===== src/rtl/serial_addsub_ctrl_pkg.sv =====
// Shared types and constants for the nibble-serial add/sub sequencer.
package serial_addsub_ctrl_pkg;

  localparam int NIB_W = 4;

  typedef enum logic [1:0] {
    IDLE = 2'd0,
    RUN  = 2'd1,
    DONE = 2'd2
  } state_t;

endpackage


===== src/rtl/nibble_addsub_slice.sv =====
// 4-bit add/sub slice, purely combinational; b is inverted when sub=1, carry-in comes in separately.
// Exposes the carry into bit 3 so the caller can derive signed overflow at the MSB slice.
module nibble_addsub_slice
  import serial_addsub_ctrl_pkg::*;
(
  input  logic [NIB_W-1:0] a,
  input  logic [NIB_W-1:0] b,
  input  logic             sub,
  input  logic             cin,
  output logic [NIB_W-1:0] s,
  output logic             cout,
  output logic             c_msb
);

  logic [NIB_W-1:0] bx;
  logic [NIB_W-2:0] lo;
  logic             s_hi;

  assign bx = b ^ {NIB_W{sub}};

  // Split at bit 3 so the carry into the MSB is available separately.
  assign {c_msb, lo} = {1'b0, a[NIB_W-2:0]} + {1'b0, bx[NIB_W-2:0]}
                     + {{(NIB_W-1){1'b0}}, cin};
  assign {cout, s_hi} = {1'b0, a[NIB_W-1]} + {1'b0, bx[NIB_W-1]} + {1'b0, c_msb};
  assign s = {s_hi, lo};

endmodule


===== src/rtl/serial_addsub_ctrl.sv =====
// W-bit add/sub over NIBBLES cycles through one 4-bit slice; done pulses NIBBLES+1 cycles after start.
// start is ignored while busy (no queueing); a start in the done cycle is accepted back-to-back.
module serial_addsub_ctrl
  import serial_addsub_ctrl_pkg::*;
#(
  parameter int NIBBLES = 4
) (
  input  logic                     clk,
  input  logic                     rst_n,
  input  logic                     start,
  input  logic                     sub,
  input  logic [NIB_W*NIBBLES-1:0] op_a,
  input  logic [NIB_W*NIBBLES-1:0] op_b,
  output logic                     busy,
  output logic                     done,
  output logic [NIB_W*NIBBLES-1:0] result,
  output logic                     cout,
  output logic                     overflow
);

  localparam int W  = NIB_W * NIBBLES;
  localparam int IW = $clog2(NIBBLES + 1);

  state_t           state;
  logic [W-1:0]     a_q;
  logic [W-1:0]     b_q;
  logic             sub_q;
  logic             carry;
  logic [IW-1:0]    idx;

  logic [NIB_W-1:0] s_nib;
  logic             s_cout;
  logic             s_cmsb;
  logic [W-1:0]     s_top;
  logic             last;

  nibble_addsub_slice u_slice (
    .a     (a_q[NIB_W-1:0]),
    .b     (b_q[NIB_W-1:0]),
    .sub   (sub_q),
    .cin   (carry),
    .s     (s_nib),
    .cout  (s_cout),
    .c_msb (s_cmsb)
  );

  // Each slice result enters at the top; after NIBBLES shifts nibble 0 sits at the bottom.
  assign s_top = W'(s_nib) << (W - NIB_W);
  assign last  = (idx == IW'(NIBBLES - 1));

  always_ff @(posedge clk or negedge rst_n) begin
    if (!rst_n) begin
      state    <= IDLE;
      a_q      <= '0;
      b_q      <= '0;
      sub_q    <= 1'b0;
      carry    <= 1'b0;
      idx      <= '0;
      busy     <= 1'b0;
      done     <= 1'b0;
      result   <= '0;
      cout     <= 1'b0;
      overflow <= 1'b0;
    end else begin
      case (state)
        IDLE, DONE: begin
          done <= 1'b0;
          if (start) begin
            a_q   <= op_a;
            b_q   <= op_b;
            sub_q <= sub;
            carry <= sub;
            idx   <= '0;
            busy  <= 1'b1;
            state <= RUN;
          end else begin
            state <= IDLE;
          end
        end
        RUN: begin
          result <= (result >> NIB_W) | s_top;
          a_q    <= a_q >> NIB_W;
          b_q    <= b_q >> NIB_W;
          carry  <= s_cout;
          idx    <= idx + IW'(1);
          if (last) begin
            cout     <= s_cout;
            overflow <= s_cmsb ^ s_cout;
            busy     <= 1'b0;
            done     <= 1'b1;
            state    <= DONE;
          end
        end
        default: state <= IDLE;
      endcase
    end
  end

endmodule


===== config.mk =====
export PLATFORM = sky130hd
export DESIGN_NAME = serial_addsub_ctrl
export DESIGN_NICKNAME = d
export VERILOG_FILES = /design/src/rtl/serial_addsub_ctrl_pkg.sv /design/src/rtl/nibble_addsub_slice.sv /design/src/rtl/serial_addsub_ctrl.sv
export SDC_FILE = /design/constraint.sdc
export NUM_CORES = 1
export LEC_CHECK = 0
export ABC_AREA = 1
export CAP_MARGIN = 20
export CELL_PAD_IN_SITES_DETAIL_PLACEMENT = 1
export CELL_PAD_IN_SITES_GLOBAL_PLACEMENT = 1
export CORE_MARGIN = 1.5
export CORE_UTILIZATION = 30
export DETAILED_ROUTE_END_ITERATION = 10
export GPL_TIMING_DRIVEN = 0
export HOLD_SLACK_MARGIN = 0.03
export PLACE_DENSITY = 0.76
export REMOVE_ABC_BUFFERS = 1
export SYNTH_ARGS = -nofsm -noshare
export SYNTH_HDL_FRONTEND = slang
export SYNTH_SLANG_ARGS = --single-unit

===== constraint.sdc =====
create_clock -name clk -period 1.95 [get_ports clk]
set_input_delay 0.39 -clock clk [delete_from_list [all_inputs] [get_ports clk]]
set_output_delay 0.39 -clock clk [all_outputs]
set_load 0.1 [all_outputs]

Fig. 1: cell sizes after repair
Scale: 3 px per um.
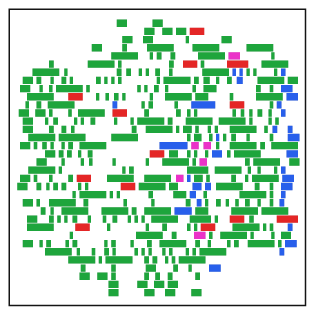
legend:
  drive 3 to 4:
    color: magenta
    cells: 6
    share: 1.6%
    most_used: buf_4
  drive 2:
    color: blue
    cells: 32
    share: 8.6%
    most_used: clkbuf_2
  drive 6 and up:
    color: red
    cells: 13
    share: 3.5%
    most_used: clkbuf_8
  drive 1 or less:
    color: green
    cells: 323
    share: 86%
    most_used: nand2_1

Fig. 2: wiring heat map
Scale: 4 px per um. 20 x 20 tiles, from dark purple (low) to yellow (high), scaled to the fullest tile. Values are wire area over tile area, all layers added.
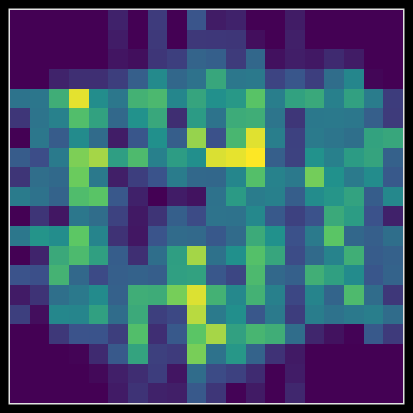
fullest tile: 0.34
mean over tiles: 0.10
nearly empty tiles: 19%
wire length per cell after detailed routing: 13.0 um
detailed-route via count: 2,212
Total Routing Usage GR: 14.5%
total wire length: 6290 um

==> impl_report.txt <==
RUN METRICS
----------------------------------------------------
[Final layout]
  Logic share of the area ........................ 29.0%
  Final core utilization ........................ 40.0%
  Number of non-filler instances in the completed layout ........................ 482
  Clock network contribution to total cell area ........................ 4.92%
  Comb gates ........................ 200
  Total number of nets in the final design ........................ 412
  Highest-count logic cell in the final layout ........................ sky130_fd_sc_hd__nand2_1
  Number of non-clock inverters ........................ 39

[Die]
  Tapcells inserted ........................ 108
  Die area ........................ 9660 um2
  Boundary pin count ........................ 56
  Horizontal die dimension ........................ 98.3 um

[Synth]
  Synthesized-area fraction occupied by xor and xnor cells ........................ 1.61%
  Number of cells in the yosys synthesis report ........................ 313
  Mapped cell area ........................ 2720 um2
  Adder and majority cell fraction of the synthesized area ........................ 4.04%
  Post-synth regs ........................ 59
  Count of unique library cells instantiated by Yosys ........................ 23
  Multiplexer area fraction after synthesis ........................ 0%
  Simple Share, Synth ........................ 21.7%
  Number of instances in the synthesized netlist ........................ 313
  Sequential fraction of the synthesis area ........................ 54.2%
  Post-Synthesis Mean Instance Area ........................ 8.70 um2
  Share of synthesized registers carrying an async set or reset ........................ 100%
  Flip-flops with a built-in enable ........................ 0
  Yosys Chip Area ........................ 2720 um2

[Setup path]
  Endpoint class of the critical path ........................ register
  Crit path kind ........................ reg -> reg
  Type of origin of the critical path ........................ register
  Launching instance or port of the critical path ........................ sub_q
  Count of cell instances traversed by the critical path ........................ 7
  Highest net fanout along the worst path ........................ 4
  Required arrival time at the worst endpoint ........................ 2.17 ns
  Worst R2R End ........................ carry
  Register-to-register setup slack ........................ 0.007 ns
  WP buf/inv ........................ 0

[Clocking]
  Buffer type at the clock tree root ........................ sky130_fd_sc_hd__clkbuf_8
  Max H-tree Level ........................ 3
  Count of buffers added by post-CTS timing repair for setup ........................ 3
  Num CTS Buffers ........................ 9
  CTS tree ........................ done
  Count of hold-fix buffers inserted at cts ........................ 0

[GRT]
  Global routing met2 resource utilization ........................ 24.0%
  Met3 routing resource usage after global routing ........................ 5.08%
  Maximum number of pins on one net before global-route repair ........................ 65
  First-pass GRT wire length ........................ 11,100 um

[STA]
  Transition at the pin with the smallest max-transition slack ........................ 0.944 ns
  Share of the cycle needed by the critical path after routing ........................ 99.6%
  Final sum of negative setup slack ........................ 0 ns
  Final critical delay including setup and external delays ........................ 1.94 ns
  Maximum frequency from static timing analysis ........................ 515 MHz

[Outcome]
  Outcome ........................ finished clean

[Place]
  GP Congestion ........................ 0.741
  Final HPWL from detailed placement ........................ 4160 um
  Dpl cell area ........................ 3320 um2
  Port buffer count ........................ 55
  DP Worst Slack ........................ -0.160 ns

[Route]
  Number of violations reported at the end of detailed-routing iteration 0 ........................ 45
  DRC Markers ........................ 0
  Detailed route wirelength on metal3 ........................ 325 um
  Detail-routed via count per cell ........................ 4.59
  Met2 wire length ........................ 3080 um
  Detailed-routing iteration count for the pre-antenna-repair pass ........................ 4
  DRT antenna net count ........................ 0

[Flow run]
  OpenROAD warning count ........................ 27
  Max-cap viol count ........................ 0

----------------------------------------------------
Fig. 3: placement view
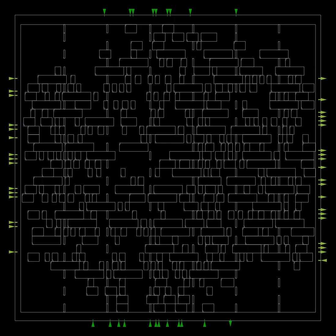
count of standard-cell rows: 34
share of the final layout cell area in sequential cells: 42.1%
number of filler cells placed in the layout: 1,042
Core Footprint: 8760 um2

